<file path="config.mk">
export PLATFORM = sky130hd
export DESIGN_NAME = config_sequencer_flat
export DESIGN_NICKNAME = d
export VERILOG_FILES = /design/src/rtl/cfg_seq_pkg.sv /design/src/rtl/config_sequencer_if.sv /design/src/rtl/cfg_checksum.sv /design/src/rtl/config_sequencer.sv /design/src/flat_wrapper.sv
export SDC_FILE = /design/constraint.sdc
export NUM_CORES = 1
export LEC_CHECK = 0
export CELL_PAD_IN_SITES_DETAIL_PLACEMENT = 1
export CELL_PAD_IN_SITES_GLOBAL_PLACEMENT = 2
export CORE_UTILIZATION = 27
export DETAILED_ROUTE_END_ITERATION = 10
export PLACE_DENSITY_LB_ADDON = 0.12
export SLEW_MARGIN = 30
export SYNTH_ARGS = -nofsm -noshare
export SYNTH_HDL_FRONTEND = slang
export SYNTH_HIERARCHICAL = 1
export SYNTH_SLANG_ARGS = --single-unit
</file>
<file path="constraint.sdc">
create_clock -name clk -period 1.99 [get_ports clk]
set_input_delay 0.398 -clock clk [delete_from_list [all_inputs] [get_ports clk]]
set_output_delay 0.398 -clock clk [all_outputs]
set_load 0.05 [all_outputs]
</file>
<file path="src/rtl/cfg_seq_pkg.sv">
// Shared section codes, FSM state encoding and section-decode helper for config_sequencer.
// The CHK state exists only when CFG_SEQ_CHECKSUM_EN is defined.
package cfg_seq_pkg;

    localparam logic [15:0] CONFIG_SB   = 16'd7;
    localparam logic [15:0] CONFIG_CB0  = 16'd6;
    localparam logic [15:0] CONFIG_CB1  = 16'd5;
    localparam logic [15:0] CONFIG_CLB  = 16'd4;
    localparam logic [15:0] CONFIG_IDLE = 16'd0;

    typedef enum logic [2:0] {
        ST_IDLE  = 3'd0,
        ST_HDR   = 3'd1,
        ST_ADDR  = 3'd2,
        ST_DATA  = 3'd3,
`ifdef CFG_SEQ_CHECKSUM_EN
        ST_CHK   = 3'd4,
`endif
        ST_FIN   = 3'd5,
        ST_ERROR = 3'd6
    } state_t;

    function automatic logic is_cfg_section(input logic [15:0] section);
        return (section == CONFIG_SB)  || (section == CONFIG_CB0) ||
               (section == CONFIG_CB1) || (section == CONFIG_CLB);
    endfunction

endpackage

</file>
<file path="src/rtl/config_sequencer_if.sv">
// Bitstream input, tile configuration write bus and status for config_sequencer.
// master = stream source / observer, slave = the sequencer.
interface config_sequencer_if;
    logic        start;
    logic        in_valid;
    logic [31:0] in_data;
    logic        in_ready;
    logic [31:0] config_addr;
    logic [31:0] config_data;
    logic        busy;
    logic        done;
    logic        error;
    logic [15:0] write_count;

    modport master (
        output start, in_valid, in_data,
        input  in_ready, config_addr, config_data, busy, done, error, write_count
    );

    modport slave (
        input  start, in_valid, in_data,
        output in_ready, config_addr, config_data, busy, done, error, write_count
    );
endinterface

</file>
<file path="src/rtl/cfg_checksum.sv">
// 32-bit wrapping running sum with synchronous clear; only built with CFG_SEQ_CHECKSUM_EN.
module cfg_checksum (
    input  logic        clk,
    input  logic        reset,
    input  logic        clear,
    input  logic        add_en,
    input  logic [31:0] add_val,
    output logic [31:0] sum
);
    always_ff @(posedge clk) begin
        if (reset || clear) begin
            sum <= 32'd0;
        end else if (add_en) begin
            sum <= sum + add_val;
        end
    end
endmodule

</file>
<file path="src/rtl/config_sequencer.sv">
// Bitstream loader: header N, N (address, data) pairs, optional checksum trailer (CFG_SEQ_CHECKSUM_EN).
// Each accepted data word becomes a one-cycle registered tile write on the following cycle.
module config_sequencer
    import cfg_seq_pkg::*;
(
    input  logic                clk,
    input  logic                reset,
    config_sequencer_if.slave   bus
);

    state_t      state, state_n;
    logic        word_rdy, acc, go;
    logic [15:0] remaining;
    logic [31:0] addr_q;
    logic [31:0] cfg_addr_q, cfg_data_q;
    logic [15:0] wr_cnt;
    logic        busy_c, done_c, error_c;

    assign acc = bus.in_valid && word_rdy;
    assign go  = bus.start && ((state == ST_IDLE) || (state == ST_ERROR));

`ifdef CFG_SEQ_CHECKSUM_EN
    logic [31:0] sum;

    cfg_checksum u_checksum (
        .clk     (clk),
        .reset   (reset),
        .clear   (go),
        .add_en  (acc && ((state == ST_ADDR) || (state == ST_DATA))),
        .add_val (bus.in_data),
        .sum     (sum)
    );
`endif

    always_ff @(posedge clk) begin
        if (reset) begin
            state <= ST_IDLE;
        end else begin
            state <= state_n;
        end
    end

    always_comb begin
        state_n = state;
        case (state)
            ST_IDLE, ST_ERROR: begin
                if (bus.start) state_n = ST_HDR;
            end
            ST_HDR: begin
                if (acc) begin
`ifdef CFG_SEQ_CHECKSUM_EN
                    state_n = (bus.in_data[15:0] == 16'd0) ? ST_CHK : ST_ADDR;
`else
                    state_n = (bus.in_data[15:0] == 16'd0) ? ST_FIN : ST_ADDR;
`endif
                end
            end
            ST_ADDR: begin
                if (acc) state_n = is_cfg_section(bus.in_data[31:16]) ? ST_DATA : ST_ERROR;
            end
            ST_DATA: begin
                if (acc) begin
`ifdef CFG_SEQ_CHECKSUM_EN
                    state_n = (remaining == 16'd1) ? ST_CHK : ST_ADDR;
`else
                    state_n = (remaining == 16'd1) ? ST_FIN : ST_ADDR;
`endif
                end
            end
`ifdef CFG_SEQ_CHECKSUM_EN
            ST_CHK: begin
                if (acc) state_n = (bus.in_data == sum) ? ST_FIN : ST_ERROR;
            end
`endif
            ST_FIN:  state_n = ST_IDLE;
            default: state_n = ST_IDLE;
        endcase
    end

    always_comb begin
        word_rdy = 1'b0;
        busy_c   = 1'b0;
        done_c   = 1'b0;
        error_c  = 1'b0;
        case (state)
            ST_HDR, ST_ADDR, ST_DATA: begin
                word_rdy = 1'b1;
                busy_c   = 1'b1;
            end
`ifdef CFG_SEQ_CHECKSUM_EN
            ST_CHK: begin
                word_rdy = 1'b1;
                busy_c   = 1'b1;
            end
`endif
            ST_FIN:   done_c  = 1'b1;
            ST_ERROR: error_c = 1'b1;
            default: ;
        endcase
    end

    // Write bus returns to section 0 (no tile selected) on every cycle without a write.
    always_ff @(posedge clk) begin
        if (reset) begin
            remaining  <= 16'd0;
            addr_q     <= 32'd0;
            cfg_addr_q <= 32'd0;
            cfg_data_q <= 32'd0;
            wr_cnt     <= 16'd0;
        end else begin
            cfg_addr_q <= 32'd0;
            cfg_data_q <= 32'd0;
            if (go) wr_cnt <= 16'd0;
            if (acc) begin
                case (state)
                    ST_HDR: remaining <= bus.in_data[15:0];
                    ST_ADDR: begin
                        if (is_cfg_section(bus.in_data[31:16])) addr_q <= bus.in_data;
                    end
                    ST_DATA: begin
                        cfg_addr_q <= addr_q;
                        cfg_data_q <= bus.in_data;
                        remaining  <= remaining - 16'd1;
                        if (wr_cnt != 16'hFFFF) wr_cnt <= wr_cnt + 16'd1;
                    end
                    default: ;
                endcase
            end
        end
    end

    assign bus.in_ready    = word_rdy;
    assign bus.busy        = busy_c;
    assign bus.done        = done_c;
    assign bus.error       = error_c;
    assign bus.config_addr = cfg_addr_q;
    assign bus.config_data = cfg_data_q;
    assign bus.write_count = wr_cnt;

endmodule

</file>
<file path="src/flat_wrapper.sv">
// flat-port wrapper written by rule: the top's interface ports become plain ports
module config_sequencer_flat import cfg_seq_pkg::*;
  (clk, reset, bus_start, bus_in_valid, bus_in_data, bus_in_ready, bus_config_addr, bus_config_data, bus_busy, bus_done, bus_error, bus_write_count);
  config_sequencer_if bus_i ();
  input  logic clk;
  input  logic reset;
  input wire logic [$bits(bus_i.start)-1:0] bus_start;
  input wire logic [$bits(bus_i.in_valid)-1:0] bus_in_valid;
  input wire logic [$bits(bus_i.in_data)-1:0] bus_in_data;
  output wire logic [$bits(bus_i.in_ready)-1:0] bus_in_ready;
  output wire logic [$bits(bus_i.config_addr)-1:0] bus_config_addr;
  output wire logic [$bits(bus_i.config_data)-1:0] bus_config_data;
  output wire logic [$bits(bus_i.busy)-1:0] bus_busy;
  output wire logic [$bits(bus_i.done)-1:0] bus_done;
  output wire logic [$bits(bus_i.error)-1:0] bus_error;
  output wire logic [$bits(bus_i.write_count)-1:0] bus_write_count;
  assign bus_i.start = bus_start;
  assign bus_i.in_valid = bus_in_valid;
  assign bus_i.in_data = bus_in_data;
  assign bus_in_ready = bus_i.in_ready;
  assign bus_config_addr = bus_i.config_addr;
  assign bus_config_data = bus_i.config_data;
  assign bus_busy = bus_i.busy;
  assign bus_done = bus_i.done;
  assign bus_error = bus_i.error;
  assign bus_write_count = bus_i.write_count;
  config_sequencer u_core (.clk(clk), .reset(reset), .bus(bus_i));
endmodule
</file>
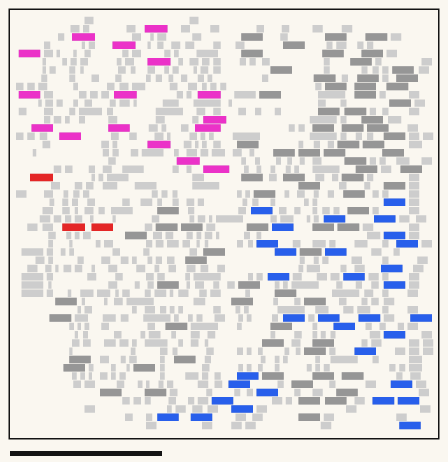
**Above:** run 1 (register map, names as in the netlist).
Bar = 50 um. Other sequential cells in the stronger gray, the rest of the logic in the fainter gray.
Magenta stands for `u_core/bus.write_count`, flops 16. Blue stands for `u_core/bus.config_data`, flops 32. Red stands for `u_core/state`, flops 3.
Another 80 sequential cells are not colored.
Core Util, Final: 41.4%
register share of the cell area: 34.0%
Reg area: 2640 um2
Power Sequential: 0.00273 W

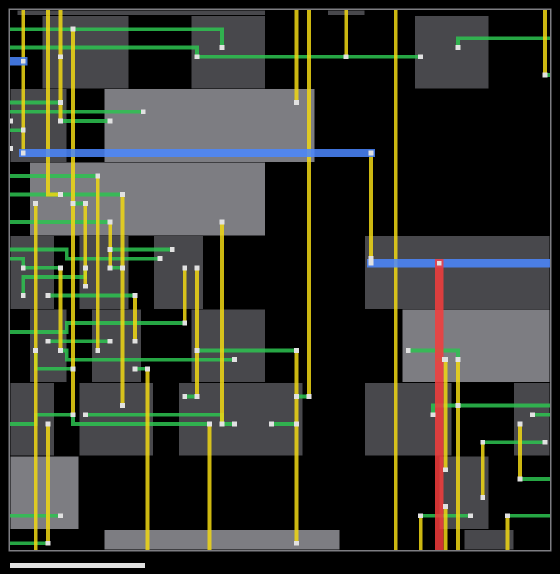
**Above:** run 1 (a small window of the routed layout).
Bar = 5 um. Window x 60 to 80, y 89 to 109 um. Cells in gray, sequential cells in the stronger gray; small squares are vias.
Green stands for M1. Red stands for M4. Yellow stands for M2. Blue stands for M3.
Sequential cells in the window: 3. Netlist names of flops here include `u_core/bus.write_count` (2), `u_core/addr_q` (1). 19 logic cells have their middle in the window. Most frequent: buf_4 (4).

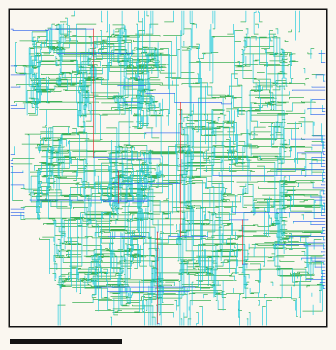
**Above:** run 1 (routed metal, one color a layer).
Bar = 50 um.
Green stands for M1, wire length 8580 um. Red stands for M4, wire length 192 um. Blue stands for M3, wire length 825 um. Cyan stands for M2, wire length 7870 um.
number of vias after detailed routing: 4960
combined global-route utilization of all metal layers: 18.3%

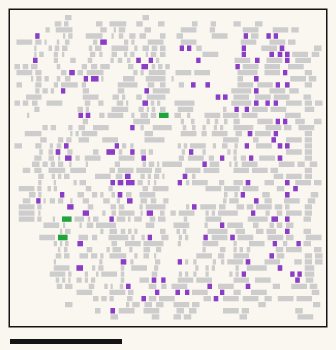
**Above:** run 1 (gate-type map).
Bar = 50 um.
Purple stands for and/or cells, cells 118, most used and3_1, where all over the die. Green stands for fa/ha/maj cells, cells 3, most used ha_1.
final non-filler cell total: 978
combinational fraction of the cell area: 30.8%

## run 1: registers in the layout, summed over array words and instances (netlist names)
| signal | flops |
|---|---|
| u_core/bus.write_count | 16 |
| u_core/addr_q | 32 |
| u_core/bus.config_addr | 32 |
| u_core/state | 3 |
| u_core/remaining | 16 |
| u_core/bus.config_data | 32 |
## run 1: per-layer routing
metal / vias to the layer above / global-route usage (%)
li1: 2428 / -
met1: 2408 / 24.9
met2: 112 / 29.1
met3: 12 / 3.87
met4: 0 / 5.15
met5: - / 0
## run 1: logic make-up (layout without fill, tap and decap cells)
kind of cell             Yosys count  count (layout)
AND-OR/OR-AND                    130             130
adder cells (fa/ha/maj)            3               3
multiplexers                       2               2
buffers and inverters             53             232
flip-flops                       131             131
AND/OR/NAND/NOR                  246             246
## run 1: layout make-up
type | instances | area [um2] | share of cell area [%]
clock inverter | 15 | 135 | 1.74
multi-input combinational | 381 | 2390 | 30.8
inverter | 7 | 26.3 | 0.338
sequential | 131 | 2640 | 34.0
clock buffer | 17 | 425 | 5.47
timing repair buffer | 193 | 1860 | 23.9
tap | 234 | 293 | 3.76
## run 1: metrics by stage
step           cells  instance area [um2]  util (%)
6_report         978                 7780      41.4
5_1_grt          978                 7780      41.4
4_1_cts          978                 7730      41.2
3_5_place_dp     946                 7180      38.2
3_3_place_gp     946                 7180      38.2
2_1_floorplan    565                 5220         -
## run 1: report_power, final
group          leakage [nW]  total, W  internal (W)  switching [W]
sequential             1.06   0.00273       0.00267      0.0000619
clock                 0.273   0.00299       0.00165        0.00134
combinational          2.05   0.00107      0.000488       0.000582
## run 1: synthesized netlist by cell type (5+ instances only)
cell,number
sky130_fd_sc_hd__nand2b_1,7
sky130_fd_sc_hd__nand3_1,33
sky130_fd_sc_hd__nand4_1,10
sky130_fd_sc_hd__clkbuf_1,34
sky130_fd_sc_hd__nor2_1,17
sky130_fd_sc_hd__nor4_1,13
sky130_fd_sc_hd__and3_1,71
sky130_fd_sc_hd__or3_1,6
sky130_fd_sc_hd__and2_1,16
sky130_fd_sc_hd__dfxtp_1,131
sky130_fd_sc_hd__nand2_1,20
sky130_fd_sc_hd__buf_2,10
sky130_fd_sc_hd__nor2b_1,6
sky130_fd_sc_hd__or4_1,7
sky130_fd_sc_hd__and4_1,5
sky130_fd_sc_hd__inv_1,7
sky130_fd_sc_hd__a31oi_1,7
sky130_fd_sc_hd__o211ai_1,8
sky130_fd_sc_hd__o21ai_0,38
sky130_fd_sc_hd__nor3_1,9
sky130_fd_sc_hd__a21oi_1,41
## run 1: timing repair
| item | CTS | global route |
|---|---|---|
| setup endpoints to repair | 10 | 33 |
| pin swaps | 0 | 2 |
| gates cloned | 0 | 0 |
| endpoints found under the hold margin | 0 | 0 |
| resized | 10 | 18 |
## run 1: worst min path at each step
stage	depth (start not counted)	slack, ps	endpoint	startpoint
detailed placement	1	440	u_core/addr_q[26]	u_core/addr_q[26]
global route	1	470	u_core/addr_q[26]	u_core/addr_q[26]
floorplan	1	420	u_core/addr_q[19]	u_core/addr_q[19]
finish	1	450	u_core/addr_q[26]	u_core/addr_q[26]
global placement	1	440	u_core/addr_q[29]	u_core/addr_q[29]
CTS	1	460	u_core/addr_q[26]	u_core/addr_q[26]
==> out/results.ini, run 1 <==
[outcome]
outcome=finished clean

[yosys]
synthFlopType=sky130_fd_sc_hd__dfxtp_1
synthTopCellsByArea=sky130_fd_sc_hd__dfxtp_1 50%, sky130_fd_sc_hd__and3_1 8.5%, sky130_fd_sc_hd__a21oi_1 3.9%
synth_xor_xnor_area_share_pct=0
ys_seq_elements=131
netlist_area_um2=5200
synth_compound_gate_area_share_pct=15.4
yosys.stat.seqShare_pct=50.4
synth_cell_type_count=62
yosysTopAreaCell=sky130_fd_sc_hd__dfxtp_1
netlist_instances=565
synthSimpleGateAreaFrac_pct=28.9
synth-async-reset-ratio_pct=0
mux_area_share_pct=0.409
fp_nets=604
count_of_flip_flops_with_a_built_in_enable_after_synthesis=0
yosys-dominant-comb-family=simple AND/OR/NAND/NOR gates

[setup_path]
timing_endpoint_of_the_critical_path=bus_config_data[9]
worstPathCellList=clkdlybuf4s50_1
crit_required_ps=1590
timing_worst_setup_path_type=flip-flop to output pin
timing.critical_path.arrival_ps=1560
regToRegSetupSlack_ps=120
setup.worst_path.start_class=flip-flop
crit-reg2reg-capture=u_core/remaining[14]
worst_path_max_delay_cell=sky130_fd_sc_hd__clkdlybuf4s50_1

[die]
num_rows=50
fp.dieArea_um2=19800
floorplan.io_pins=120
initial_core_util_pct=27.7
core_area_um2=18800
fp.dieW_um=141

[cts]
setup_fix_buffers_added_after_clock_tree_synthesis=0
clkTransAtPathRegs_ps=60
cts-buffers-inserted=17
cts_max_level=4
clock-sinks=131
cts_tree=done
max-clock-path-buffers=2
clk-insertion-delay-late_ps=410

[global_route]
grt_start_max_net_pins=41
first_pass_grt_wire_length_um=28300
grt_overflow=0

[finish]
post_route_cells_drive_above_1_share_pct=21.4

[final_timing]
timing.fmax_ghz=0.511
rsz_0062_raised_after_global_routing=false
count_of_final_setup_violators=0
maxSlewHeadroom_pct=62.4
hold_viol_final=0
final.min_clock_period_ps=1960
finClkSkew_ps=9.76
slew_at_the_pin_with_the_worst_max_slew_slack_ps=563

[drt]
detailroute.wirelength.met2_um=7870
wire_per_inst_um=17.9
antenna_violating_nets_post_route=0
route.detailed.vias_per_inst=5.07
drt_wl_total_um=17500

[place]
detailedPlace.worstSlack_ps=-335
finalWeightedCongestion=0.779

[power]
ir_worst_vdd_mv=0.583
cellLeakagePower_nw=3.38

[worst_hold_path]
hold_removal_path_class=flip-flop to flip-flop

**Run 1: routing congestion map**

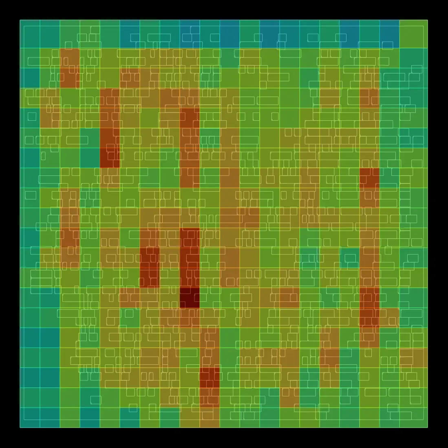

==> run 2, diff against run 1 <==
--- a/config.mk
+++ b/config.mk
@@ -7,6 +7,7 @@
 export LEC_CHECK = 0
 export CELL_PAD_IN_SITES_DETAIL_PLACEMENT = 1
 export CELL_PAD_IN_SITES_GLOBAL_PLACEMENT = 2
+export CORE_MARGIN = 2
 export CORE_UTILIZATION = 27
 export DETAILED_ROUTE_END_ITERATION = 10
 export PLACE_DENSITY_LB_ADDON = 0.12
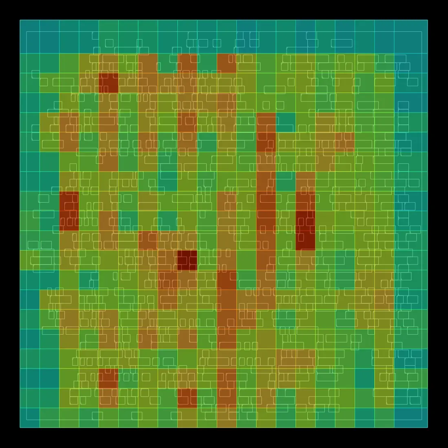
**Above:** run 2 (routing congestion map).
Core Util, Final: 41.3%
combined global-route utilization of all metal layers: 17.5%

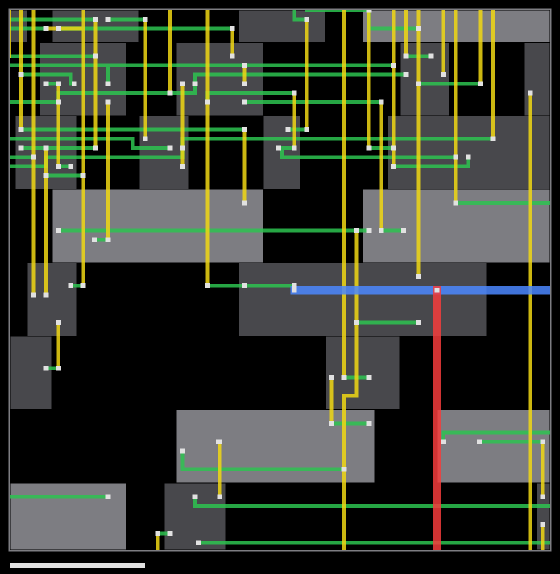
**Above:** run 2 (a small window of the routed layout).
Bar = 5 um. Window x 61 to 81, y 90 to 110 um. Cells in gray, sequential cells in the stronger gray; small squares are vias.
Yellow stands for M2. Green stands for M1. Blue stands for M3. Red stands for M4.
Sequential cells in the window: 5. 16 logic cells have their middle in the window. Most frequent: dfxtp_2 (3), a311oi_1 (2), dfxtp_1 (2). Netlist names of flops here include `u_core/bus.write_count` (3).

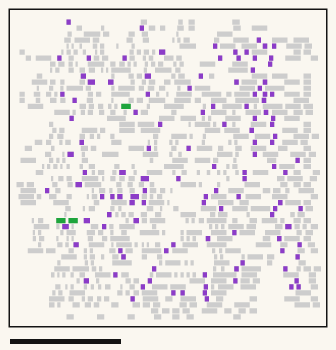
**Above:** run 2 (gate-type map).
Bar = 50 um.
Green stands for fa/ha/maj cells, cells 3, most used ha_1. Purple stands for and/or cells, cells 118, most used and3_1, where all over the die.
final non-filler cell total: 1002
combinational fraction of the cell area: 30.6%
most common cell after layout, fill and taps aside: sky130_fd_sc_hd__dfxtp_1

==> run 2 against run 1 <==
Compared with the run above:
- final cell count is 2.5% higher
- setup slack better by 19 ps
- sequential cell count unchanged
- first-iteration DRC count is 19% lower
- largest cell class unchanged
- largest power group unchanged
==> out/results.ini, run 2 <==
[outcome]
outcome=finished clean

[power]
ir_worst_vdd_mv=0.574  ; -1.6%
cellLeakagePower_nw=3.29  ; -2.7%
cellPowerDensity_nw_per_um2=884

[final_timing]
maxSlewHeadroom_pct=63.0  ; +0.65 points
slew_at_the_pin_with_the_worst_max_slew_slack_ps=549  ; -13.9 ps
timing.fmax_ghz=0.516  ; +0.99%
rsz_0062_raised_after_global_routing=false
finClkSkew_ps=10.3  ; +0.578 ps
final.min_clock_period_ps=1940  ; -19.3 ps
hold_viol_final=0  ; unchanged
count_of_final_setup_violators=0  ; unchanged
worst_slack_ps=51.1

[worst_hold_path]
hold_path_endpoint=u_core/addr_q[21]
hold_path_startpoint=u_core/addr_q[21]
hold-path-cell-count=1  ; unchanged
hold_removal_path_class=flip-flop to flip-flop

[yosys]
synthTopCellsByArea=sky130_fd_sc_hd__dfxtp_1 50%, sky130_fd_sc_hd__and3_1 8.5%, sky130_fd_sc_hd__a21oi_1 3.9%
ys_seq_elements=131  ; unchanged
synth_cell_type_count=62  ; unchanged
yosysWarnings=6
common_cells=131 x sky130_fd_sc_hd__dfxtp_1, 71 x sky130_fd_sc_hd__and3_1, 41 x sky130_fd_sc_hd__a21oi_1
netlist_instances=565  ; unchanged
yosys-stat-cells=565
fp_nets=604  ; unchanged
yosysTopAreaCell=sky130_fd_sc_hd__dfxtp_1
synthFlopType=sky130_fd_sc_hd__dfxtp_1
yosys.stat.seqShare_pct=50.4  ; unchanged
synth-async-reset-ratio_pct=0  ; unchanged
netlist_area_um2=5200  ; unchanged
count_of_flip_flops_with_a_built_in_enable_after_synthesis=0  ; unchanged
synth.avg_cell_area_um2=9.21
synth_top_cell_by_count=sky130_fd_sc_hd__dfxtp_1
post-synth-top-area-fraction_pct=50.4

[global_route]
grt_pass1_vias=5064
initial_antenna_violation_count=0
first_pass_grt_wire_length_um=27900  ; -1.5%
grt_start_max_net_pins=64  ; +56%
grt_overflow=0  ; unchanged

[drt]
antenna_violating_nets_post_route=0  ; unchanged
first_pass_iters=4
via_count=4990  ; +0.60%
drt_wl_total_um=17500  ; +0.50%
route.detailed.vias_per_inst=4.98  ; -1.8%
wire_per_inst_um=17.5  ; -1.9%

[die]
num_rows=50  ; unchanged
fp.dieW_um=143  ; +1.4%
fp.dieArea_um2=20400  ; +2.9%
core_area_um2=18800  ; +0.33%
dieHeight_um=143
initial_core_util_pct=27.6  ; -0.092 points
floorplan.io_pins=120  ; unchanged

[setup_path]
worstPathCellList=clkdlybuf4s50_1
ff2ff_path_depth=6
worst_path_max_delay_cell=sky130_fd_sc_hd__clkdlybuf4s50_1
setup.worst_path.start_class=flip-flop
timing.critical_path.arrival_ps=1540  ; -20 ps
crit-reg2reg-capture=u_core/bus.write_count[2]
regToRegSetupSlack_ps=130  ; about the same
critical_path.max_fanout=1
crit_required_ps=1590  ; about the same
timing_worst_setup_path_type=flip-flop to output pin

[finish]
syn_to_final_growth_pct=49.4
finalNetCount=768
post_route_cells_drive_above_1_share_pct=21.2  ; -0.21 points

[cts]
cts_tree=done
clk-insertion-delay-late_ps=420  ; about the same
cts_max_level=4  ; unchanged
max-clock-path-buffers=2  ; unchanged
cts-buffers-inserted=17  ; unchanged
clock-sinks=131  ; unchanged
cts-root-buf=sky130_fd_sc_hd__clkbuf_16
clkTransAtPathRegs_ps=60  ; about the same
setup_fix_buffers_added_after_clock_tree_synthesis=0  ; unchanged

[place]
buffer_ports.inserted=119
place_hpwl_um=12600
placed_cells=970  ; +2.5%
finalWeightedCongestion=0.798  ; +2.4%
detailedPlace.worstSlack_ps=-304  ; +30.7 ps

[flow_run]
warning_count=27

-- run 2: netlist changes by cell type in the layout (fill, tap and decap cells not counted), sizes merged --
| cell | delta |
|---|---|
| bufinv | +2 |
| inv | -8 |
| buf | -1 |
| dlymetal6s2s | -4 |
| clkinv | +4 |
| clkdlybuf4s50 | +3 |
| clkinvlp | +2 |
-- run 2: final cells by class --
| type | instances | area, um2 |
|---|---|---|
| fillers | 2139 | 11100 |
| flip-flops and latches | 131 | 2650 |
| multi-input cells | 381 | 2380 |
| repair buffers | 191 | 1810 |
| clock buffers | 17 | 425 |
| well taps | 260 | 325 |
| clock inverters | 15 | 155 |
| inverters | 7 | 30.0 |
-- run 2: repair_timing --
action | 4_1_cts | 5_1_grt
hold buffers | 0 | 0
setup endpoints to repair | 12 | 23
pin swaps | 0 | 0
gates resized | 13 | 11
-- run 2: worst reg2reg max path, stage by stage, from the launching register on --
cell	delay, ps
sky130_fd_sc_hd__dfxtp_4	370
sky130_fd_sc_hd__ha_1	170
sky130_fd_sc_hd__nand4_1	140
sky130_fd_sc_hd__or4_1	610
sky130_fd_sc_hd__buf_4	200
sky130_fd_sc_hd__a31oi_1	180
sky130_fd_sc_hd__a311oi_1	70
-- run 2: kinds of logic after synthesis --
group | share of synthesized area [%]
AND/OR/NAND/NOR | 28.9
flip-flops | 50.4
AND-OR/OR-AND | 15.4
buffers and inverters | 4.14
adder cells (fa/ha/maj) | 0.722
multiplexers | 0.409
-- run 2: worst max path at each step --
stage	start	to	slack, ps	cells past startpoint
floorplan	u_core/bus.write_count[2]	u_core/bus.write_count[10]	4	6
global placement	bus_in_data[26]	u_core/state[0]	-260	7
detailed placement	bus_in_data[26]	u_core/addr_q[28]	-300	6
CTS	u_core/bus.config_data[14]	bus_config_data[14]	4	1
global route	u_core/bus.config_addr[1]	bus_config_addr[1]	2	1
finish	u_core/bus.config_data[13]	bus_config_data[13]	50	1
-- run 2: metrics by stage --
stage | utilization (%) | setup TNS, ps | area [um2] | hold WS (ps)
after global placement | 38.1 | -8100 | 7170 | 437
after floorplan | - | 0 | 5220 | 421
final | 41.3 | 0 | 7770 | 451
after CTS | 41.1 | 0 | 7740 | 427
after global routing | 41.3 | 0 | 7770 | 457
after detailed placement | 38.1 | -8880 | 7170 | 439
-- run 2: per-layer routing --
metal | track usage, % | vias up | wire length, um
li1 | - | 2420 | -
met1 | 24.5 | 2415 | 8780
met2 | 26.4 | 140 | 7750
met3 | 4.16 | 15 | 750
met4 | 5.78 | 0 | 265
met5 | 0 | - | 0
-- run 2: report_power, final --
part           internal [W]  switching (W)  leakage, nW
sequential          0.00267      0.0000720         1.06
combinational      0.000469       0.000577         1.95
clock               0.00185        0.00123        0.280
total               0.00499        0.00187         3.29
Power figures rest on the tool's default switching activity, not on a simulated workload.
